==> src/rtl/cp_ram_init.sv <==
// Simple dual-port RAM (one write, one read port) with a post-reset clear sweep, a registered read with a valid strobe, and write-first collision handling.
// Optional macro CP_RAM_OUTREG_EN adds a second read output register, giving a read latency of 2.
module cp_ram_init #(
    parameter int                 DATA_W  = 8,
    parameter int                 ADDR_W  = 6,
    parameter logic [DATA_W-1:0]  CLR_VAL = {DATA_W{1'b0}}
) (
    input  logic              clk,
    input  logic              rst_n,
    input  logic              wr_en,
    input  logic [ADDR_W-1:0] wr_addr,
    input  logic [DATA_W-1:0] wr_data,
    input  logic              rd_en,
    input  logic [ADDR_W-1:0] rd_addr,
    output logic [DATA_W-1:0] rd_data,
    output logic              rd_valid,
    output logic              init_busy,
    output logic              wr_drop
);

    localparam int                DEPTH     = 1 << ADDR_W;
    localparam logic [ADDR_W-1:0] LAST_ADDR = {ADDR_W{1'b1}};

    typedef enum logic [0:0] {
        ST_INIT = 1'b0,
        ST_RUN  = 1'b1
    } state_e;

    state_e              state_q, state_d;
    logic [ADDR_W-1:0]   sweep_cnt_q, sweep_cnt_d;
    logic                init_busy_q, init_busy_d;
    logic                wr_drop_q, wr_drop_d;
    logic [DATA_W-1:0]   rd_data_q, rd_data_d;
    logic                rd_valid_q, rd_valid_d;

    logic                mem_we_s;
    logic [ADDR_W-1:0]   mem_waddr_s;
    logic [DATA_W-1:0]   mem_wdata_s;
    logic                rd_accept_s;

    // No reset on the array so it maps onto block RAM; the sweep does the clearing.
    logic [DATA_W-1:0]   mem_q [DEPTH];

    // FSM state register together with sweep counter and status flags
    always_ff @(posedge clk or negedge rst_n) begin
        if (!rst_n) begin
            state_q     <= ST_INIT;
            sweep_cnt_q <= {ADDR_W{1'b0}};
            init_busy_q <= 1'b1;
            wr_drop_q   <= 1'b0;
        end else begin
            state_q     <= state_d;
            sweep_cnt_q <= sweep_cnt_d;
            init_busy_q <= init_busy_d;
            wr_drop_q   <= wr_drop_d;
        end
    end

    // FSM next-state logic: sweep every word once, then run
    always_comb begin
        state_d     = state_q;
        sweep_cnt_d = sweep_cnt_q;
        init_busy_d = init_busy_q;
        case (state_q)
            ST_INIT: begin
                sweep_cnt_d = sweep_cnt_q + {{(ADDR_W-1){1'b0}}, 1'b1};
                if (sweep_cnt_q == LAST_ADDR) begin
                    state_d     = ST_RUN;
                    init_busy_d = 1'b0;
                end else begin
                    state_d     = ST_INIT;
                    init_busy_d = 1'b1;
                end
            end
            ST_RUN: begin
                state_d     = ST_RUN;
                init_busy_d = 1'b0;
            end
            default: begin
                state_d     = ST_INIT;
                sweep_cnt_d = {ADDR_W{1'b0}};
                init_busy_d = 1'b1;
            end
        endcase
    end

    // FSM outputs: steer the write port between sweep and user, flag ignored requests
    always_comb begin
        mem_we_s    = 1'b0;
        mem_waddr_s = wr_addr;
        mem_wdata_s = wr_data;
        rd_accept_s = 1'b0;
        wr_drop_d   = 1'b0;
        case (state_q)
            ST_INIT: begin
                mem_we_s    = 1'b1;
                mem_waddr_s = sweep_cnt_q;
                mem_wdata_s = CLR_VAL;
                wr_drop_d   = wr_en | rd_en;
            end
            ST_RUN: begin
                mem_we_s    = wr_en;
                rd_accept_s = rd_en;
            end
            default: begin
                mem_we_s = 1'b0;
            end
        endcase
    end

    // Memory write port
    always_ff @(posedge clk) begin
        if (mem_we_s) begin
            mem_q[mem_waddr_s] <= mem_wdata_s;
        end
    end

    // First read stage next-state: write-first bypass on same-address collision
    always_comb begin
        rd_data_d  = rd_data_q;
        rd_valid_d = 1'b0;
        if (rd_accept_s) begin
            rd_valid_d = 1'b1;
            if (wr_en && (wr_addr == rd_addr)) begin
                rd_data_d = wr_data;
            end else begin
                rd_data_d = mem_q[rd_addr];
            end
        end else begin
            rd_data_d  = rd_data_q;
            rd_valid_d = 1'b0;
        end
    end

    // First read stage register
    always_ff @(posedge clk or negedge rst_n) begin
        if (!rst_n) begin
            rd_data_q  <= {DATA_W{1'b0}};
            rd_valid_q <= 1'b0;
        end else begin
            rd_data_q  <= rd_data_d;
            rd_valid_q <= rd_valid_d;
        end
    end

`ifdef CP_RAM_OUTREG_EN
    logic [DATA_W-1:0] rd_data2_q;
    logic              rd_valid2_q;

    // Second read stage: forwards only completed reads so rd_data holds otherwise
    always_ff @(posedge clk or negedge rst_n) begin
        if (!rst_n) begin
            rd_data2_q  <= {DATA_W{1'b0}};
            rd_valid2_q <= 1'b0;
        end else begin
            rd_valid2_q <= rd_valid_q;
            if (rd_valid_q) begin
                rd_data2_q <= rd_data_q;
            end else begin
                rd_data2_q <= rd_data2_q;
            end
        end
    end

    assign rd_data  = rd_data2_q;
    assign rd_valid = rd_valid2_q;
`else
    assign rd_data  = rd_data_q;
    assign rd_valid = rd_valid_q;
`endif

    assign init_busy = init_busy_q;
    assign wr_drop   = wr_drop_q;

endmodule

==> config.mk <==
export PLATFORM = sky130hd
export DESIGN_NAME = cp_ram_init
export DESIGN_NICKNAME = d
export VERILOG_FILES = /design/src/rtl/cp_ram_init.sv
export SDC_FILE = /design/constraint.sdc
export NUM_CORES = 1
export LEC_CHECK = 0
export ABC_CLOCK_PERIOD_IN_PS = 2700
export CAP_MARGIN = 5
export CORE_MARGIN = 4
export CORE_UTILIZATION = 35
export CTS_CLUSTER_SIZE = 14
export DETAILED_ROUTE_END_ITERATION = 10
export HOLD_SLACK_MARGIN = 0.1
export SLEW_MARGIN = 0
export SYNTH_ARGS = -nofsm -noshare
export SYNTH_HDL_FRONTEND = slang
export SYNTH_SLANG_ARGS = --single-unit
==> constraint.sdc <==
create_clock -name clk -period 2.7 [get_ports clk]
set_input_delay 0.81 -clock clk [delete_from_list [all_inputs] [get_ports clk]]
set_output_delay 0.81 -clock clk [all_outputs]
set_load 0.01 [all_outputs]
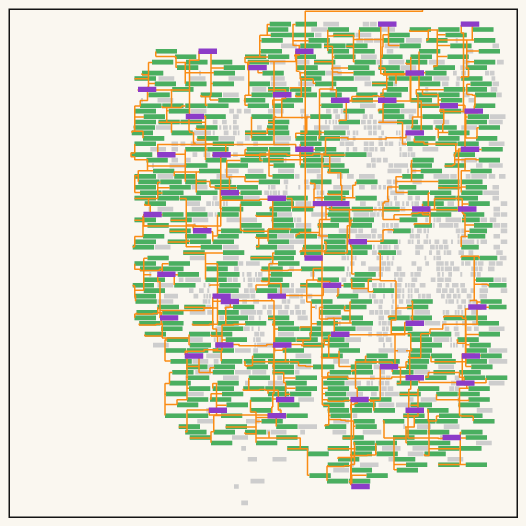
(run_1/clock_map.png)
Drawn at 2 px/µm.
flip-flops: in green, count 530. cells driving clock nets: in purple, count 51. clock wires: in orange, length 5990 µm.
There are 52 routed clock nets.

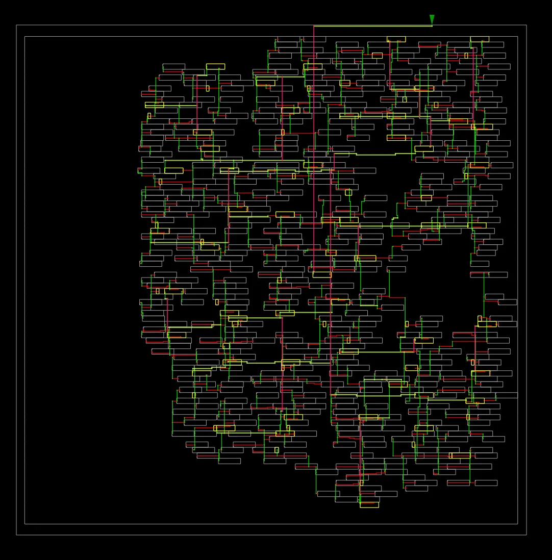
(run_1/final_clocks.png)
CLK BUF: 78
Worst Clk Skew: 0.0306 ns
flop count: 530
Clock group: 6660 µW
TritonCTS buffer count: 51

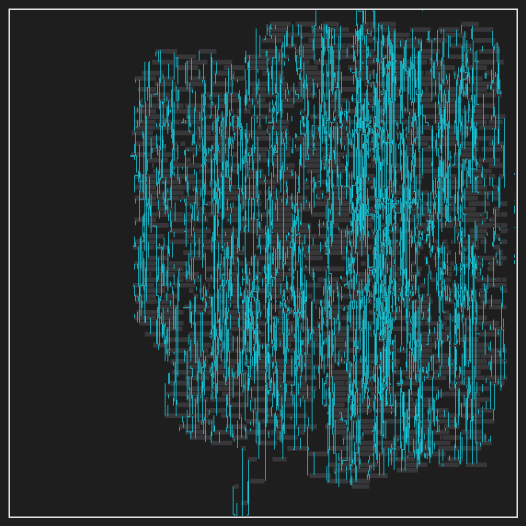
(run_1/met2.png)
Drawn at 2 px/µm.
The longest straight run is 83.9 µm. The layer holds 49% of the routed length.

run 1: through the flow:
stage	instance area, µm²	total power (µW)	std cells	utilization, %	worst slack (ns)
2_1_floorplan	21000	9360	1028	-	0.0635
3_3_place_gp	23700	9600	1971	40.1	-0.311
3_5_place_dp	23700	9600	1971	40.1	-0.310
4_1_cts	25300	16200	2063	42.7	0.206
5_1_grt	25300	16600	2063	42.7	0.0984
6_report	25300	16100	2063	42.7	0.239
run 1: kinds of logic (layout without fill, tap and decap cells):
family	count (synthesis)	count (layout)
adder cells (fa/ha/maj)	1	1
multiplexers	154	154
buffers and inverters	53	315
AND/OR/NAND/NOR	175	175
flip-flops	530	530
XOR/XNOR	9	9
AND-OR/OR-AND	106	106
==> impl_metrics.py, run 1 <==
# Metrics from the implementation run
metrics = {
    "setup_path": {
        "max_stage_delay_ns": 0.53,
        "crit_path_start": "init_busy",
        "path_cells": "clkdlybuf4s50_1",
        "path_depth": 1,
        "crit_required_ns": 1.89,
        "path_max_fanout": 1,
    },
    "final_layout": {
        "layout.cells.most_common": "edfxtp_1",
        "clkCellAreaFrac_pct": 6.11,
        "drive_gt1_share_pct": 30.3,
        "syn2layout_area_growth_pct": 20.2,
    },
    "logic_synthesis": {
        "ys_seq_share_pct": 75.2,
        "ys_sh_aoi_pct": 3.75,
        "area_leaders": "edfxtp_1 73%, mux4_2 12%, dfrtp_1 2.0%",
        "ys_area_um2": 21000,
        "most_common_cell": "edfxtp_1",
        "synth.distinct_cells": 47,
        "async_flop_share_pct": 3.40,
    },
    "clocking": {
        "clock_path_buffers": 3,
        "clock_sinks": 530,
        "root_buffer": "clkbuf_16",
        "cts_tree": "built",
        "cts_setup_buffers": 0,
    },
    "outcome": {
        "status": "complete, no violations",
    },
    "power_and_ir_drop": {
        "pwr-share-comb_pct": 3.4,
        "p_seq_uw": 8880,
    },
    "global_routing": {
        "top_usage_layer": "met2",
        "grt_use_met3_pct": 2.69,
        "grt_pass1_wl_mm": 74.0,
    },
    "floorplan": {
        "core_um2": 59200,
        "chipArea_um2": 64100,
        "initCoreUtil_pct": 35.5,
    },
    "timing": {
        "finalHoldViolCount": 0,
        "slew_headroom_pct": 40.4,
        "fin_crit_ns": 2.46,
    },
    "drt": {
        "drt_iter0_markers": 974,
    },
}
--- run 2 (diff from run 1) ---
CAP_MARGIN = 20   (was 5)
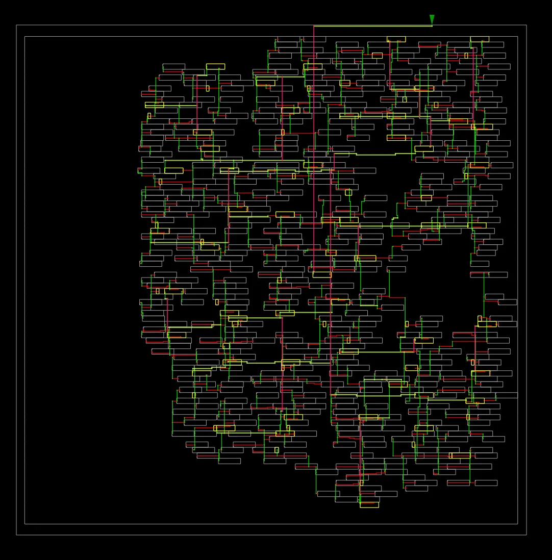
(run_2/final_clocks.png)
Worst-Skew Late Latency: 0.61 ns
Num Clock Sinks: 530

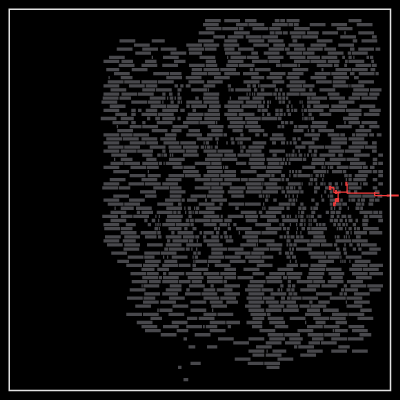
(run_2/port_nets.png)
Drawn at 1.5 px/µm.
wr_en: in red, bits 1, direction input, edge right, end cells 5, buffers 2, wire 65.7 µm.

==> impl_metrics.py, run 2 <==
# Metrics from the implementation run
metrics = {
    "setup_path": {
        "crit_required_ns": 1.89,
        "path_max_fanout": 1,
        "max_stage_delay_ns": 0.53,
        "r2r_end": "mem_q[57][3]",
        "path_depth": 1,
        "crit_path_start": "init_busy",
        "r2r_start": "state_q",
        "path_cells": "clkdlybuf4s50_1",
    },
    "power_and_ir_drop": {
        "p_int_uw": 12900,
        "pwr-share-comb_pct": 3.4,
        "p_total_uw": 16100,
        "seqPwrFrac_pct": 55.2,
        "clk-power_uw": 6660,
        "switching_share_pct": 20.0,
        "p_seq_uw": 8880,
    },
    "placed_design": {
        "place_congestion": 0.841,
        "dp_cells": 1971,
        "placed_cell_area_um2": 23700,
        "port_buffers": 34,
        "dp_slack_ns": -0.310,
    },
    "global_routing": {
        "grt_pass1_wl_mm": 74.0,
        "grt_use_met3_pct": 2.69,
        "top_usage_layer": "met2",
        "track_usage_pct": 15.5,
        "gr-total-overflow": 0,
    },
    "logic_synthesis": {
        "ys_sh_aoi_pct": 3.75,
        "ys_seq_share_pct": 75.2,
        "syn_inst": 1028,
        "ys_area_um2": 21000,
        "async_flop_share_pct": 3.40,
        "syn_area_um2": 21000,
        "most_common_cell": "edfxtp_1",
        "synth.distinct_cells": 47,
        "area_leaders": "edfxtp_1 73%, mux4_2 12%, dfrtp_1 2.0%",
    },
    "final_layout": {
        "largest_reg_flops": 512,
        "instances_no_fill": 2063,
        "utilization_pct": 42.7,
        "syn2layout_area_growth_pct": 20.2,
        "layout.cells.most_common": "edfxtp_1",
        "final_area_um2": 25300,
        "drive_gt1_share_pct": 30.3,
    },
    "flow_run": {
        "tool_warnings": 26,
    },
    "drt": {
        "drt_iter0_markers": 974,
        "viasPerCell": 5.26,
    },
    "timing": {
        "setup_slack_ns": 0.239,
        "fmax_ghz": 0.406,
        "slew_headroom_pct": 40.4,
        "clock_skew_ns": 0.0306,
        "worst_hold_slack_ns": 0.532,
        "slew_viol_final": 0,
        "finalHoldViolCount": 0,
        "fin_crit_ns": 2.46,
    },
    "clocking": {
        "clock_path_buffers": 3,
        "cts_buffers": 51,
        "cts-resized-gates": 0,
        "cts_setup_buffers": 0,
        "htreeDepth": 2,
        "clkTransAtPathRegs_ns": 0.06,
        "root_buffer": "clkbuf_16",
        "cts_tree": "built",
    },
    "floorplan": {
        "chipArea_um2": 64100,
        "initCoreUtil_pct": 35.5,
        "dieWidth_um": 253,
        "core_um2": 59200,
    },
    "outcome": {
        "status": "complete, no violations",
    },
}
[run 2: layout make-up]
type / instances / area, µm² / share of cell area, %
well taps: 773 / 967 / 3.82
flip-flops and latches: 530 / 15800 / 62.6
repair buffers: 221 / 2120 / 8.38
clock inverters: 14 / 85.1 / 0.336
inverters: 2 / 7.51 / 0.0297
multi-input cells: 445 / 4820 / 19.1
clock buffers: 78 / 1460 / 5.77
[run 2: cell families (layout without fill, tap and decap cells)]
group / Yosys count / after routing
AOI/OAI and AO/OA: 106 / 106
xor gates and xnor gates: 9 / 9
and+or+nand+nor: 175 / 175
muxes: 154 / 154
adders and majority gates: 1 / 1
buffers and inverters: 53 / 315
DFF: 530 / 530
Power figures rest on the tool's default switching activity, not on a simulated workload.
